--- src/rtl/feeder_pkg.sv ---
// Shared types and helpers for the systolic-array activation feeder.
package feeder_pkg;

    typedef enum logic [1:0] {
        IDLE  = 2'd0,
        RUN   = 2'd1,
        DRAIN = 2'd2,
        DONE  = 2'd3
    } feed_state_e;

    // $clog2 that never returns 0, so counters/pointers are at least 1 bit wide.
    function automatic int unsigned clog2_safe(input int unsigned n);
        return (n <= 2) ? 1 : $clog2(n);
    endfunction

    localparam int unsigned MIN_IDX_W = clog2_safe(1);

endpackage

--- src/rtl/skew_lane.sv ---
// One activation lane: stage-0 register plus (N_REGS-1) delay registers, all
// advancing together on i_en.
module skew_lane #(
    parameter int unsigned N_REGS = 1,
    parameter int unsigned I_W    = 16
) (
    input  logic           i_clk,
    input  logic           i_rst,
    input  logic           i_clear,
    input  logic           i_en,
    input  logic [I_W-1:0] i_din,
    output logic [I_W-1:0] o_dout
);

    logic [I_W-1:0] stage_q [N_REGS];
    logic [I_W-1:0] stage_d [N_REGS];

    always_comb begin
        stage_d = stage_q;
        if (i_en) begin
            stage_d[0] = i_din;
            for (int unsigned i = 1; i < N_REGS; i++) begin
                stage_d[i] = stage_q[i-1];
            end
        end
    end

    always_ff @(posedge i_clk) begin
        if (i_rst || i_clear) begin
            stage_q <= '{default: '0};
        end else begin
            stage_q <= stage_d;
        end
    end

    assign o_dout = stage_q[N_REGS-1];

endmodule

--- src/rtl/ifmap_skew_feeder.sv ---
// Activation feeder: shared Y-lane FIFO, row masking, diagonal skew, context
// FSM with drain/done signalling and a starvation watchdog.
module ifmap_skew_feeder
    import feeder_pkg::*;
#(
    parameter int unsigned Y     = 3,
    parameter int unsigned IA_W  = 16,
    parameter int unsigned DEPTH = 8,
    parameter int unsigned WD_W  = 8,
    parameter int unsigned CNT_W = $clog2(DEPTH + 1)
) (
    input  logic                      i_clk,
    input  logic                      i_rst,
    input  logic                      i_start,
    input  logic                      i_final,
    input  logic [0:Y-1]              i_rows_active,
    input  logic                      i_push_valid,
    input  logic [0:Y-1][IA_W-1:0]    i_push_data,
    output logic                      o_push_ready,
    input  logic                      i_pipeline_en,
    input  logic [WD_W-1:0]           i_wd_limit,
    output logic [0:Y-1][IA_W-1:0]    o_a_arr,
    output logic                      o_fifo_empty,
    output logic                      o_fifo_full,
    output logic [CNT_W-1:0]          o_count,
    output logic                      o_busy,
    output logic                      o_done,
    output logic                      o_deadlock
);

    localparam int unsigned PTR_W      = clog2_safe(DEPTH);
    localparam int unsigned DR_W       = clog2_safe(Y);
    localparam int unsigned DRAIN_LAST = (Y > 1) ? (Y - 2) : 0;
    localparam logic [CNT_W-1:0] FULL_CNT = CNT_W'(DEPTH);

    feed_state_e state_q, state_d;

    logic [0:Y-1][IA_W-1:0] mem_q [DEPTH];
    logic [PTR_W-1:0] wr_ptr_q, wr_ptr_d;
    logic [PTR_W-1:0] rd_ptr_q, rd_ptr_d;
    logic [CNT_W-1:0] count_q, count_d;
    logic             final_pending_q, final_pending_d;
    logic [DR_W-1:0]  drain_cnt_q, drain_cnt_d;
    logic [WD_W-1:0]  wd_cnt_q, wd_cnt_d;
    logic             deadlock_q, deadlock_d;

    logic             restart, fifo_empty, fifo_full, push_ready;
    logic             push_fire, pop, starved;
    logic [IA_W-1:0]  lane_din [Y];

    always_comb begin
        restart    = i_start && (state_q != IDLE);
        fifo_empty = (count_q == '0);
        fifo_full  = (count_q == FULL_CNT);
        push_ready = !fifo_full && !final_pending_q && (state_q == IDLE || state_q == RUN);
        push_fire  = i_push_valid && push_ready && !restart;
        pop        = (state_q == RUN) && i_pipeline_en && !fifo_empty && !restart;
        starved    = (state_q == RUN) && i_pipeline_en && fifo_empty && !final_pending_q;

        // Row mask is applied here, at pop time, so it only affects newly popped words.
        for (int unsigned j = 0; j < Y; j++) begin
            lane_din[j] = (pop && i_rows_active[j]) ? mem_q[rd_ptr_q][j] : '0;
        end
    end

    always_comb begin
        wr_ptr_d = wr_ptr_q;
        rd_ptr_d = rd_ptr_q;
        count_d  = count_q;
        if (restart) begin
            wr_ptr_d = '0;
            rd_ptr_d = '0;
            count_d  = '0;
        end else begin
            if (push_fire) wr_ptr_d = PTR_W'(wr_ptr_q + 1'b1);
            if (pop)       rd_ptr_d = PTR_W'(rd_ptr_q + 1'b1);
            unique case ({push_fire, pop})
                2'b10:   count_d = count_q + 1'b1;
                2'b01:   count_d = count_q - 1'b1;
                default: count_d = count_q;
            endcase
        end
    end

    always_comb begin
        state_d         = state_q;
        final_pending_d = final_pending_q;
        drain_cnt_d     = drain_cnt_q;

        unique case (state_q)
            IDLE: begin
                if (i_start) state_d = RUN;
            end
            RUN: begin
                if (final_pending_q && fifo_empty) begin
                    state_d     = (Y == 1) ? DONE : DRAIN;
                    drain_cnt_d = '0;
                end
                if (i_final) final_pending_d = 1'b1;
            end
            DRAIN: begin
                if (i_pipeline_en) begin
                    if (drain_cnt_q == DR_W'(DRAIN_LAST)) begin
                        state_d = DONE;
                    end else begin
                        drain_cnt_d = drain_cnt_q + 1'b1;
                    end
                end
            end
            DONE: begin
                state_d         = IDLE;
                final_pending_d = 1'b0;
            end
            default: state_d = IDLE;
        endcase

        if (restart) begin
            state_d         = RUN;
            final_pending_d = 1'b0;
            drain_cnt_d     = '0;
        end
    end

    always_comb begin
        wd_cnt_d = wd_cnt_q;
        if (restart || state_q != RUN || pop || push_fire) begin
            wd_cnt_d = '0;
        end else if (starved && wd_cnt_q != '1) begin
            wd_cnt_d = wd_cnt_q + 1'b1;
        end

        deadlock_d = deadlock_q;
        if (i_start) begin
            deadlock_d = 1'b0;
        end else if (i_wd_limit != '0 && state_q == RUN && wd_cnt_d >= i_wd_limit) begin
            deadlock_d = 1'b1;
        end
    end

    always_ff @(posedge i_clk) begin
        if (i_rst) begin
            state_q         <= IDLE;
            wr_ptr_q        <= '0;
            rd_ptr_q        <= '0;
            count_q         <= '0;
            final_pending_q <= 1'b0;
            drain_cnt_q     <= '0;
            wd_cnt_q        <= '0;
            deadlock_q      <= 1'b0;
        end else begin
            state_q         <= state_d;
            wr_ptr_q        <= wr_ptr_d;
            rd_ptr_q        <= rd_ptr_d;
            count_q         <= count_d;
            final_pending_q <= final_pending_d;
            drain_cnt_q     <= drain_cnt_d;
            wd_cnt_q        <= wd_cnt_d;
            deadlock_q      <= deadlock_d;
        end
    end

    always_ff @(posedge i_clk) begin
        if (push_fire) mem_q[wr_ptr_q] <= i_push_data;
    end

    for (genvar j = 0; j < Y; j++) begin : g_lane
        skew_lane #(
            .N_REGS(j + 1),
            .I_W   (IA_W)
        ) u_lane (
            .i_clk  (i_clk),
            .i_rst  (i_rst),
            .i_clear(restart),
            .i_en   (i_pipeline_en),
            .i_din  (lane_din[j]),
            .o_dout (o_a_arr[j])
        );
    end

    assign o_push_ready = push_ready;
    assign o_fifo_empty = fifo_empty;
    assign o_fifo_full  = fifo_full;
    assign o_count      = count_q;
    assign o_busy       = (state_q == RUN) || (state_q == DRAIN);
    assign o_done       = (state_q == DONE);
    assign o_deadlock   = deadlock_q;

endmodule
--- config.mk ---
export PLATFORM = sky130hd
export DESIGN_NAME = ifmap_skew_feeder
export DESIGN_NICKNAME = d
export VERILOG_FILES = /design/src/rtl/feeder_pkg.sv /design/src/rtl/skew_lane.sv /design/src/rtl/ifmap_skew_feeder.sv
export SDC_FILE = /design/constraint.sdc
export NUM_CORES = 1
export LEC_CHECK = 0
export CORE_MARGIN = 1.5
export CORE_UTILIZATION = 40
export DETAILED_ROUTE_END_ITERATION = 8
export GPL_TIMING_DRIVEN = 0
export SYNTH_ARGS = -nofsm -noshare
export SYNTH_HDL_FRONTEND = slang
export SYNTH_SLANG_ARGS = --single-unit
--- constraint.sdc ---
create_clock -name i_clk -period 5.9 [get_ports i_clk]
set_clock_uncertainty 0.05 [all_clocks]
set_input_delay 0.59 -clock i_clk [delete_from_list [all_inputs] [get_ports i_clk]]
set_output_delay 0.59 -clock i_clk [all_outputs]
set_load 0.02 [all_outputs]
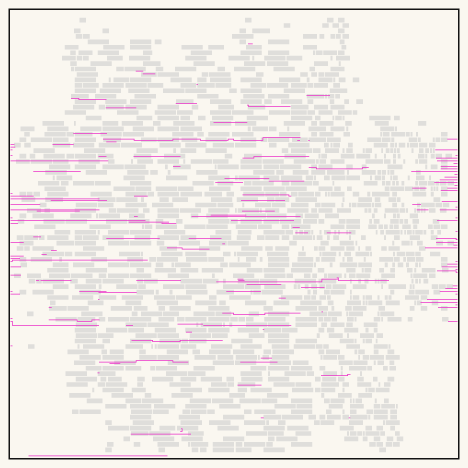
Figure 1: run 1, M3 wires.
(2 px per µm)
longest straight run: 69.2 µm
share of all routed wire: 4.9%
main direction: horizontal
Vias: 10100
grt met3 use: 3.74%
Routed Wire Length: 41500 µm

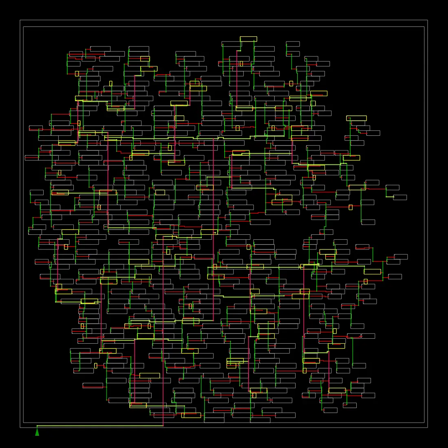
Figure 2: run 1, clock wiring as the flow saved it.
clk_lat worst skew: 0.58 ns
clk pwr: 3.26 mW
Num CTS Buffers: 52

==> flow_summary.toml, run 1 <==
# yosys + openroad results
[synth]
ff_type = "edfxtp_1"
largest_area_cell = "edfxtp_1"
synth_area_mm2 = 0.0195
ys_sh_simple_pct = 3.72
seq_area_frac_synth_pct = 71.6
synth_area_per_cell_um2 = 18.2
yosys-top-cells-count = "384 x edfxtp_1, 123 x dfxtp_1, 93 x mux4_2, 82 x nor2_1, 61 x mux2i_1"
ys.flops = 507
yosys_warnings = 0

[timing]
drv_slew = 0
worst_slew_pin_slew_ns = 1.29
setup_tns_ns = 0
hold_viol = 0
hold_slack_ns = 0.425

[pwr]
power_leader = "registers"
peakVddDrop_mv = 0.203
comb_power_share_pct = 13.4
p_int_mw = 6.53
total_power_mw = 8.57

[final_layout]
largest_reg_flops = 384
logic_area_mm2 = 0.00502
design_area_mm2 = 0.0237
largest_class = "flip-flops and latches"
flops = 507
comb-cell-share_pct = 21.2
inv_count = 20
nFillCells = 3945

[critical_path]
start_kind = "register"
cpPeakStageDelay_ns = 0.67
arrival_ns = 3.93
critPathCaptureType = "register"
path_cells = "inv_1 -> ha_1 -> clkbuf_1 -> nor2_1 -> nor3_1 -> nand3_1 -> nor3_2 -> buf_6 -> buf_6 -> buf_6 -> buf_6"

[global_routing]
antenna_found_initial = 4
grt_pass1_wl_um = 63500

[status]
outcome = "completed"

[detailed_routing]
wl_met2_um = 19800
wl_met1_um = 19100
detail-route-antenna-nets = 0

[floorplan]
die_height_um = 224

[clock_tree]
cts_buffer_depth = 3
cts_tree = "yes"
cts_root_buf = "clkbuf_16"

[worst_hold_path]
holdCritPathClass = "reg2reg"
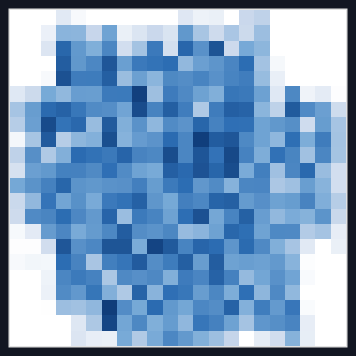
Figure 3: run 1, local utilization.
(1.5 px per µm) 22 x 22 tiles, from white (low) to dark blue (high), 0 to 100% covered.
mean over tiles: 46%
fullest tile: 95%
nearly empty tiles: 16%
tiles over 75% full: 14%
densest ninth of the die: centre
Final Util: 49.5%
core area: 0.0479 mm²
fp_density: 40.7%

-- run 1: final timing paths --
| kind | start | endpoint | slack [ns] | depth (start not counted) |
|---|---|---|---|---|
| max | state_q[1]$_SDFFE_PP0P_ | mem_q[2][34]$_DFFE_PP_ | 2.20 | 11 |
| min | g_lane[2].u_lane.stage_q[46]$_SDFFE_PP0P_ | g_lane[2].u_lane.stage_q[46]$_SDFFE_PP0P_ | 0.43 | 2 |
| max reg2reg | state_q[1]$_SDFFE_PP0P_ | mem_q[2][34]$_DFFE_PP_ | 2.20 | 11 |
| min reg2reg | g_lane[2].u_lane.stage_q[46]$_SDFFE_PP0P_ | g_lane[2].u_lane.stage_q[46]$_SDFFE_PP0P_ | 0.43 | 2 |
-- run 1: placed cells by master (no fill, tap or decap), drive strengths merged, types with 4 or more instances in the layout --
| cell | count |
|---|---|
| nand4b | 4 |
| nor2 | 82 |
| nand2 | 8 |
| ha | 19 |
| a22o | 45 |
| mux2i | 61 |
| mux4 | 93 |
| clkdlybuf4s50 | 122 |
| nand3 | 11 |
| clkbuf | 102 |
| edfxtp | 384 |
| inv | 20 |
| nor4 | 5 |
| buf | 80 |
| a21oi | 17 |
| clkinv | 17 |
| or4 | 4 |
| bufinv | 4 |
| o2111ai | 4 |
| o21ai | 6 |
| nor3 | 8 |
| mux2 | 45 |
| dfxtp | 123 |
| nand2b | 9 |
-- run 1: worst reg2reg max path, delay by kind of cell (launching register included) --
| family | cells | cell delay [ns] |
|---|---|---|
| buffers and inverters | 6 | 1.09 |
| adder cells (fa/ha/maj) | 1 | 0.15 |
| flip-flops | 1 | 0.33 |
| AND/OR/NAND/NOR | 4 | 1.78 |
==> run 1 -> run 2 <==
Clock period 5.9 ns to 3.4 ns, I/O delays scaled along.
==> run 2 against run 1 <==
  * Fmax grew 14%
  * Combinational power is 81% higher
  * Global-route usage shrank 0.099 points
  * Sequential cell count is the same
  * Hold slack worse by 0.0024 ns
  * Critical path type unchanged
  * Non-clock buffer count is the same
  * Via count hardly changed
  * Largest cell class unchanged
  * Critical path depth decreased by 3
  * Clock power grew 66%
==> flow_summary.toml, run 2 <==
# yosys + openroad results
[critical_path]
path_cells = "inv_1 -> ha_1 -> clkbuf_1 -> nor2_1 -> or4_4 -> or2_2 -> nor2_4 -> buf_12"
critPathCaptureType = "register"
arrival_ns = 3.46
start_kind = "register"

[pwr]
total_power_mw = 14.7
peakVddDrop_mv = 0.355

[timing]
hold_slack_ns = 0.423
hold_viol = 0
setup_tns_ns = 0

[floorplan]
core-area_mm2 = 0.0479
die_height_um = 224
fp_util_pct = 40.7

[synth]
ys.flops = 507
synth_area_per_cell_um2 = 18.2
yosys_warnings = 0
ff_type = "edfxtp_1"
largest_area_cell = "edfxtp_1"

[status]
outcome = "completed"

[clock_tree]
cts_made_buffers = 52
cts_root_buf = "clkbuf_16"

[detailed_routing]
vias = 10000
routed_wl_um = 41700

[final_layout]
logic_area_mm2 = 0.00503
mostFrequentLayoutCells = "384 x edfxtp_1, 123 x dfxtp_1, 122 x clkdlybuf4s50_1, 93 x mux4_2, 76 x nor2_1"
final_common_cell = "edfxtp_1"
inv_count = 20
largest_class = "flip-flops and latches"
largest_reg_flops = 384

[worst_hold_path]
holdCritPathClass = "reg2reg"

[global_routing]
antenna_found_initial = 4
==> run 2: cell counts after synthesis <==
No cell type changed its count.
==> run 2: path summary, 6_finish.rpt <==
path	start	end	slack, ns	depth (start not counted)
max reg2reg	state_q[1]$_SDFFE_PP0P_	mem_q[4][33]$_DFFE_PP_	0.16	8
min	g_lane[2].u_lane.stage_q[46]$_SDFFE_PP0P_	g_lane[2].u_lane.stage_q[46]$_SDFFE_PP0P_	0.42	2
min reg2reg	g_lane[2].u_lane.stage_q[46]$_SDFFE_PP0P_	g_lane[2].u_lane.stage_q[46]$_SDFFE_PP0P_	0.42	2
max	state_q[1]$_SDFFE_PP0P_	mem_q[4][33]$_DFFE_PP_	0.16	8
==> run 2: repair_timing <==
| action | in CTS | in global routing |
|---|---|---|
| setup buffers | 2 | 4 |
| endpoints found under the setup margin | 17 | 54 |
| pin swaps | 1 | 2 |
==> run 2: routing by layer <==
metal / track usage, % / vias up / wire length (µm)
met5: 0 / - / 46
met4: 4.40 / 6 / 845
met3: 3.34 / 62 / 2090
met2: 27.0 / 220 / 19600
met1: 23.5 / 5121 / 19100
li1: - / 4635 / -
==> run 2: critical path: cells and delay by family (launching register included) <==
kind,cells,cell delay [ns]
flops,1,0.33
simple gates,4,1.71
fa+ha+maj,1,0.14
buf+inv,3,0.70
==> run 2: metrics by stage <==
step	util (%)	setup WS (ns)	cell area [µm²]
CTS	49.4	0.0573	23700
detailed placement	46.0	-0.146	22000
finish	49.5	0.157	23700
floorplan	-	-0.518	19600
global placement	44.9	-3.22	21500
global route	49.5	0.00609	23700
==> run 2: power breakdown <==
group          internal [mW]  switching (mW)  total [mW]
logic                  0.942            1.14        2.08
registers               7.09           0.132        7.22
clock network           3.13            2.28        5.40
total                   11.2            3.55        14.7
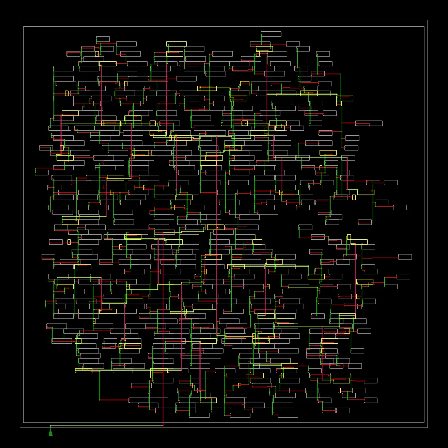
Figure 4: run 2, clock wiring as the flow saved it.
clk_lat worst skew: 0.57 ns
seq_cells: 507
total clock sinks: 507
Clock buffer cells: 78
clk pwr: 5.40 mW

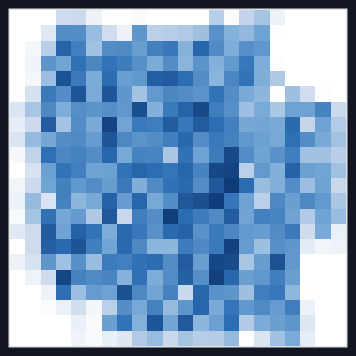
Figure 5: run 2, local utilization.
(1.5 px per µm) 22 x 22 tiles, from white (low) to dark blue (high), 0 to 100% covered.
mean over tiles: 46%
densest ninth of the die: centre
fullest tile: 95%
tiles over 75% full: 14%
emptiest ninth of the die: north-east
Final Util: 49.5%

==> run 2 -> run 3 <==
Settings changed: ABC_AREA set to 1, CTS_BUF_LIST set to sky130_fd_sc_hd__clkbuf_16, CTS_CLUSTER_DIAMETER set to 60.
==> run 3 against run 2 <==
  * Area after synthesis grew 3.9%
  * Die area grew 3.9%
  * Fmax grew 4.2%
  * Sequential cell count is the same
  * Count of clock-buffer cells in the layout shrank 24
  * Cell count grew 44%
  * Core utilization shrank 0.87 points
==> flow_summary.toml, run 3 <==
# yosys + openroad results
[critical_path]
timing.rr.end = "mem_q[7][17]$_DFFE_PP_"
timing.rr.start = "state_q[1]$_SDFFE_PP0P_"
endpoint = "mem_q[7][17]$_DFFE_PP_"
r2r_setup_slack_ns = 0.29
worstSetupStartpoint = "state_q[1]$_SDFFE_PP0P_"

[synth]
yosys_warnings = 0
largest_area_cell = "edfxtp_1"
synth_area_mm2 = 0.0203
yosys-top-cells-count = "424 x nor2_1, 384 x edfxtp_1, 212 x nand2_1, 165 x o21ai_0, 159 x nand3_1"
seq_area_frac_synth_pct = 68.9
ys.flops = 507

[clock_tree]
cts_sinks = 507
cts_root_buf = "clkbuf_16"
cts_buffer_depth = 3

[place]
pre_cts_slack_ns = 0.311
dpl-instance-area_mm2 = 0.0228

[detailed_routing]
detail-route-antenna-nets = 0

[timing]
worst_slew_pin_slew_ns = 0.916
setup_tns_ns = 0

[status]
outcome = "completed"

[worst_hold_path]
min_from = "i_rst"
min_to = "wd_cnt_q[2]$_SDFF_PP0_"
whs_path_depth = 2

[global_routing]
met2_usage_pct = 33.7
busiest_layer = "met2"

[pwr]
total_power_mw = 14.8

[final_layout]
final_util_pct = 48.6
mostFrequentLayoutCells = "418 x nor2_1, 384 x edfxtp_1, 212 x nand2_1, 165 x o21ai_0, 159 x nand3_1"

[floorplan]
fp_util_pct = 40.5
die_height_um = 228
==> run 3: worst max-delay path: cells and delay by family (launching register included) <==
family,cells,cell delay [ns]
simple gates,6,1.59
flops,1,0.32
fa+ha+maj,1,0.15
buf+inv,4,0.67
==> run 3: routing by layer <==
metal | part of all wire [%] | vias to the layer above | routed length [µm]
met1 | 43 | 6760 | 23400
met4 | 2.4 | 6 | 1290
met2 | 47 | 554 | 25400
li1 | - | 6790 | -
met5 | 0.075 | - | 41
met3 | 7.9 | 90 | 4320
==> run 3: logic make-up after synthesis <==
kind of cell	after synthesis	synth area share, %
DFF	507	68.9
AOI/OAI and AO/OA	312	7.72
xor gates and xnor gates	5	0.216
and+or+nand+nor	826	17.0
buffers and inverters	198	4.90
adders and majority gates	20	1.27
==> run 3: area by class of cell <==
| class | count | area (µm²) |
|---|---|---|
| tap | 672 | 841 |
| sequential | 507 | 14000 |
| clock buffer | 54 | 1350 |
| multi-input combinational | 1163 | 5380 |
| clock inverter | 48 | 235 |
| antenna | 1 | 2.50 |
| timing repair buffer | 138 | 1600 |
| inverter | 61 | 229 |
| buffer | 137 | 766 |
| fill | 4495 | 25800 |
==> run 3: power by group <==
| group | leakage (nW) | internal (mW) | switching, mW |
|---|---|---|---|
| clock | 0.846 | 2.89 | 2.42 |
| combinational | 3.22 | 0.744 | 1.58 |
| sequential | 4.46 | 7.08 | 0.120 |
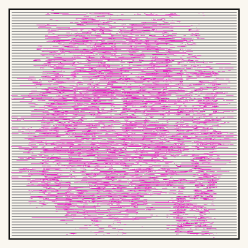
Figure 6: run 3, metal 1.
(1 px per µm) Supply wires on this layer in grey.
share of all routed wire: 43%
wire length on this layer: 23.4 mm
nets with wire on the layer: 2024
main direction: horizontal
GRT met1 Usage: 28.6%
Vias: 14200

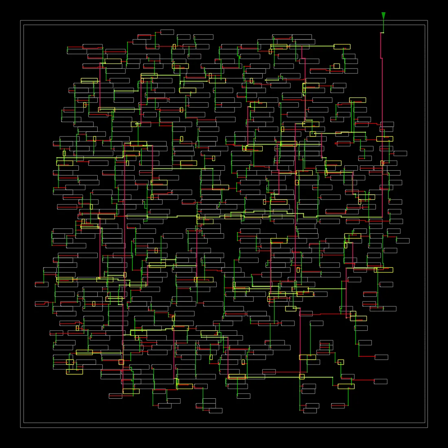
Figure 7: run 3, clock wiring as the flow saved it.
clk_lat worst skew: 0.60 ns
Clock buffer cells: 54
Num CTS Buffers: 54
clk pwr: 5.30 mW

No activity file was given, so power comes from the tool's default toggle rates.
